==> config.mk <==
export PLATFORM = sky130hd
export DESIGN_NAME = chunked_comparator_flat
export DESIGN_NICKNAME = d
export VERILOG_FILES = /design/src/rtl/chunked_comparator_if.sv /design/src/rtl/chunked_comparator.sv /design/src/flat_wrapper.sv
export SDC_FILE = /design/constraint.sdc
export NUM_CORES = 1
export LEC_CHECK = 0
export CAP_MARGIN = 20
export CORE_MARGIN = 2
export CORE_UTILIZATION = 40
export CTS_BUF_LIST = sky130_fd_sc_hd__clkbuf_4 sky130_fd_sc_hd__clkbuf_8 sky130_fd_sc_hd__clkbuf_16
export DETAILED_ROUTE_END_ITERATION = 8
export PLACE_DENSITY = 0.66
export SYNTH_ARGS = -nofsm -noshare
export SYNTH_HDL_FRONTEND = slang
export SYNTH_SLANG_ARGS = --single-unit
==> constraint.sdc <==
create_clock -name clk -period 2.9 [get_ports clk]
set_input_delay 0.725 -clock clk [delete_from_list [all_inputs] [get_ports clk]]
set_output_delay 0.725 -clock clk [all_outputs]
set_load 0.05 [all_outputs]
==> src/rtl/chunked_comparator_if.sv <==
// Handshake and operand bundle for chunked_comparator: start/operands in, busy/done/result out.
interface chunked_comparator_if #(
   parameter int WIDTH = 20
);
   logic             start;
   logic             is_signed;
   logic [WIDTH-1:0] a;
   logic [WIDTH-1:0] b;
   logic             busy;
   logic             done;
   logic [2:0]       out;

   modport master (
      output start, is_signed, a, b,
      input  busy, done, out
   );

   modport slave (
      input  start, is_signed, a, b,
      output busy, done, out
   );
endinterface

==> src/rtl/chunked_comparator.sv <==
// Multi-cycle magnitude comparator, CHUNK bits per cycle, MSB chunk first, signed/unsigned.
// Define CHUNKED_COMPARATOR_EARLY_EXIT_EN to finish on the first differing chunk.
module chunked_comparator #(
   parameter int WIDTH = 20,
   parameter int CHUNK = 4
) (
   input  logic                 clk,
   input  logic                 reset,
   chunked_comparator_if.slave  bus
);
   localparam int NCHUNK = WIDTH / CHUNK;
   localparam int IDXW   = (NCHUNK > 1) ? $clog2(NCHUNK) : 1;
   localparam logic [WIDTH-1:0] MSB_MASK = {1'b1, {(WIDTH-1){1'b0}}};

   typedef enum logic {IDLE, COMPARE} state_t;
   typedef enum logic [1:0] {P_EQ, P_LT, P_GT} pend_t;

   state_t           state, state_n;
   pend_t            pend, pend_n;
   pend_t            chunk_res, final_res;
   logic [WIDTH-1:0] a_q, b_q, a_n, b_n;
   logic [IDXW-1:0]  idx, idx_n;
   logic [2:0]       out_q, out_n;
   logic             done_q, done_n;
   logic [CHUNK-1:0] ca, cb;
   logic             finish;

   function automatic logic [2:0] onehot(input pend_t p);
      case (p)
         P_LT:    onehot = 3'b100;
         P_EQ:    onehot = 3'b010;
         P_GT:    onehot = 3'b001;
         default: onehot = 3'b000;
      endcase
   endfunction

   always_comb begin
      ca = a_q[int'(idx)*CHUNK +: CHUNK];
      cb = b_q[int'(idx)*CHUNK +: CHUNK];
      if (ca < cb)      chunk_res = P_LT;
      else if (ca > cb) chunk_res = P_GT;
      else              chunk_res = P_EQ;
      // An already-decided higher chunk always wins over lower chunks.
      final_res = (pend != P_EQ) ? pend : chunk_res;
`ifdef CHUNKED_COMPARATOR_EARLY_EXIT_EN
      finish = (idx == '0) || (final_res != P_EQ);
`else
      finish = (idx == '0);
`endif
   end

   always_comb begin
      state_n = state;
      pend_n  = pend;
      a_n     = a_q;
      b_n     = b_q;
      idx_n   = idx;
      out_n   = out_q;
      done_n  = 1'b0;
      case (state)
         IDLE: begin
            if (bus.start) begin
               // Offset-binary mapping: flipping the MSB makes an unsigned compare signed.
               a_n     = bus.a ^ (bus.is_signed ? MSB_MASK : '0);
               b_n     = bus.b ^ (bus.is_signed ? MSB_MASK : '0);
               idx_n   = IDXW'(NCHUNK - 1);
               pend_n  = P_EQ;
               state_n = COMPARE;
            end
         end
         COMPARE: begin
            pend_n = final_res;
            if (finish) begin
               out_n   = onehot(final_res);
               done_n  = 1'b1;
               state_n = IDLE;
            end else begin
               idx_n = idx - 1'b1;
            end
         end
         default: state_n = IDLE;
      endcase
   end

   always_ff @(posedge clk or posedge reset) begin
      if (reset) begin
         state  <= IDLE;
         pend   <= P_EQ;
         a_q    <= '0;
         b_q    <= '0;
         idx    <= '0;
         out_q  <= '0;
         done_q <= 1'b0;
      end else begin
         state  <= state_n;
         pend   <= pend_n;
         a_q    <= a_n;
         b_q    <= b_n;
         idx    <= idx_n;
         out_q  <= out_n;
         done_q <= done_n;
      end
   end

   assign bus.busy = (state == COMPARE);
   assign bus.done = done_q;
   assign bus.out  = out_q;
endmodule

==> src/flat_wrapper.sv <==
// flat-port wrapper written by rule: the top's interface ports become plain ports
module chunked_comparator_flat 
#(
   parameter int WIDTH = 20,
   parameter int CHUNK = 4
)
  (clk, reset, bus_start, bus_is_signed, bus_a, bus_b, bus_busy, bus_done, bus_out);
  chunked_comparator_if #(.WIDTH(WIDTH)) bus_i ();
  input  logic clk;
  input  logic reset;
  input wire logic [$bits(bus_i.start)-1:0] bus_start;
  input wire logic [$bits(bus_i.is_signed)-1:0] bus_is_signed;
  input wire logic [$bits(bus_i.a)-1:0] bus_a;
  input wire logic [$bits(bus_i.b)-1:0] bus_b;
  output wire logic [$bits(bus_i.busy)-1:0] bus_busy;
  output wire logic [$bits(bus_i.done)-1:0] bus_done;
  output wire logic [$bits(bus_i.out)-1:0] bus_out;
  assign bus_i.start = bus_start;
  assign bus_i.is_signed = bus_is_signed;
  assign bus_i.a = bus_a;
  assign bus_i.b = bus_b;
  assign bus_busy = bus_i.busy;
  assign bus_done = bus_i.done;
  assign bus_out = bus_i.out;
  chunked_comparator #(.WIDTH(WIDTH), .CHUNK(CHUNK)) u_core (.clk(clk), .reset(reset), .bus(bus_i));
endmodule
==> impl_metrics.py <==
# Synthesis and PnR figures
metrics = {
    "outcome": {
        "status": "complete, no violations",
    },
    "timing": {
        "tightest_slew_ns": 0.580,
        "postLayoutSetupSlackWorst_ns": 0.380,
        "slew_headroom": 0.613,
    },
    "synthesis": {
        "synthesis.area_per_instance_um2": 8.73,
        "post_synth_inst_count": 272,
        "synth-edff-count": 0,
        "synth.most_common_cell": "sky130_fd_sc_hd__nand2_1",
        "ys_area_um2": 2370,
        "synthSimpleGateAreaFrac": 0.242,
    },
    "pwr": {
        "combinationalPower_mw": 1.43,
        "power_switching_mw": 1.29,
        "power.static_leakage_nw": 1.49,
        "power_sequential_mw": 1.26,
        "finalPower_mw": 3.10,
    },
    "finish": {
        "area.share.combinational": 0.341,
        "fill_cells": 579,
        "inv_count": 6,
        "layout.cells.non_filler": 395,
    },
    "place": {
        "placement.setup.worst_slack_ns": 0.431,
        "dpl-instance-area_um2": 2940,
    },
    "job": {
        "maxCapViolCount": 0,
    },
    "route": {
        "detail_route.vias_per_cell": 4.74,
        "postRouteWirelength_um": 4810,
    },
    "clocking": {
        "cts_setup_buffers": 0,
        "ctsResizeCount": 0,
        "clock_tree.root_cell": "sky130_fd_sc_hd__clkbuf_8",
        "number_of_levels_in_the_clock_h_tree": 2,
        "numCtsBuffers": 5,
        "holdBufCountCts": 0,
    },
    "worst_setup_path": {
        "cells_along_the_critical_path": "nor2b_1 > nand2_1 > o21ai_0 > a21oi_1 > ha_1 > a21oi_1 > a21oi_1 > a32o_1",
        "cp_most_frequent_cell": "sky130_fd_sc_hd__a21oi_1",
        "setup.worst_path.end_class": "register",
        "worstPathArrival_ns": 2.72,
    },
    "global_route": {
        "groute.layer.met1.usage": 0.219,
        "via_count_of_the_first_global_routing_pass": 1757,
    },
    "floorplan": {
        "die_w_um": 81.1,
        "num_rows": 28,
    },
}
## path summary, 6_finish.rpt
check | slack (ns) | end | from | depth (start not counted)
min in group asynchronous | 0.77 | u_core.b_q[1]$_DFFE_PP0P_ | reset | 3
worst max-delay path | 0.38 | u_core.pend[1]$_DFFE_PP0P_ | u_core.idx[2]$_DFFE_PP0P_ | 8
max in group asynchronous | 1.90 | u_core.b_q[9]$_DFFE_PP0P_ | reset | 3
worst max register to register | 0.38 | u_core.pend[1]$_DFFE_PP0P_ | u_core.idx[2]$_DFFE_PP0P_ | 8
worst min-delay path | 0.48 | u_core.b_q[0]$_DFFE_PP0P_ | u_core.b_q[0]$_DFFE_PP0P_ | 2
worst min register to register | 0.48 | u_core.b_q[0]$_DFFE_PP0P_ | u_core.b_q[0]$_DFFE_PP0P_ | 2
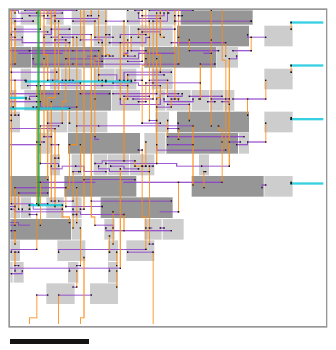
*Layout detail*
The bar under the picture is 10 um long. Region (41, 0) to (81, 40) um. Cells in grey, sequential cells in the stronger grey; small squares are vias.
legend:
  cyan:
    layer: metal 3
  purple:
    layer: metal 1
  green:
    layer: metal 4
  orange:
    layer: metal 2
cells with their middle in the window: 74
netlist names of flops here include: u_core.a_q (4), u_core.bus.out (3), u_core.idx (2)
most frequent: nand2_1 (14), dfrtp_1 (13), clkdlybuf4s50_1 (8)
sequential cells in the window: 13

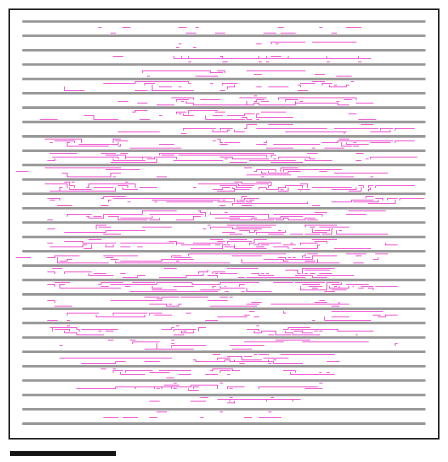
*Metal 1*
The bar under the picture is 20 um long. Supply wires on this layer in grey.
longest straight run: 37.3 um
main direction: horizontal
nets with wire on the layer: 310
share of all routed wire: 49%

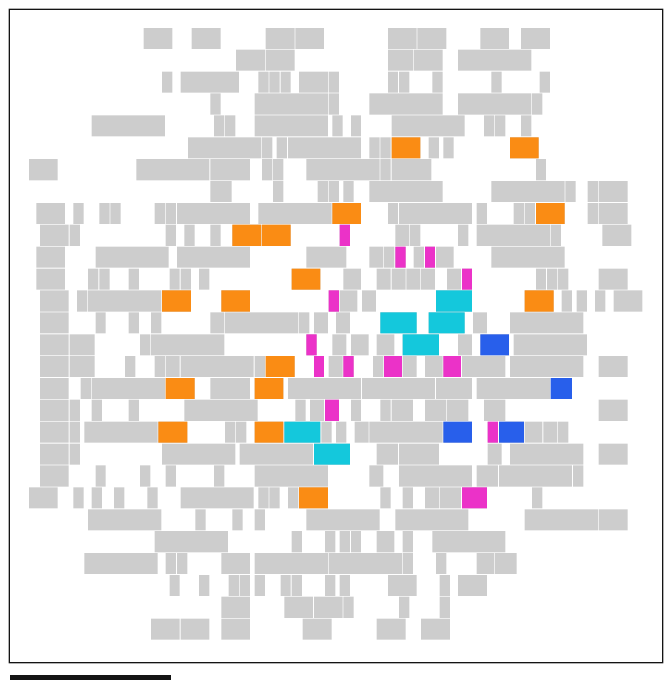
*Gate-type map*
The bar under the picture is 20 um long.
legend:
  orange:
    family: multiplexers
    cells: 16
    most_used: mux2i_1
  magenta:
    family: NOR gates
    cells: 13
    most_used: nor2_1
    where: centre
  blue:
    family: AND-OR and OR-AND gates
    cells: 4
    most_used: a32o_1
    where: east
  cyan:
    family: adder and majority cells
    cells: 6
    most_used: ha_1
    where: centre

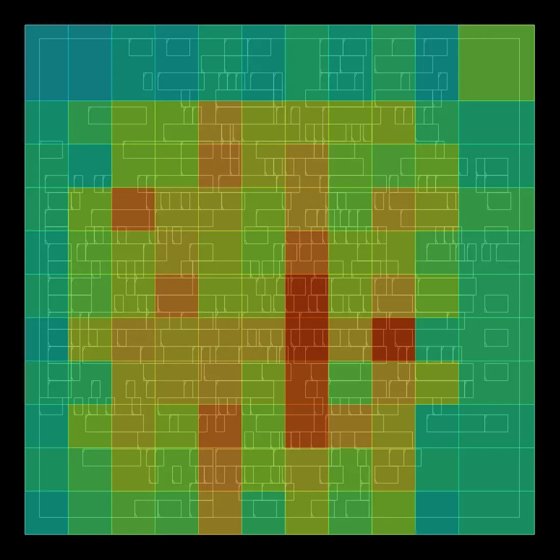
*Congestion heat map*
GR Layer Usage met2: 0.258
final core utilization: 0.521
met3 Track Usage GR: 0.0367

Power figures rest on the tool's default switching activity, not on a simulated workload.
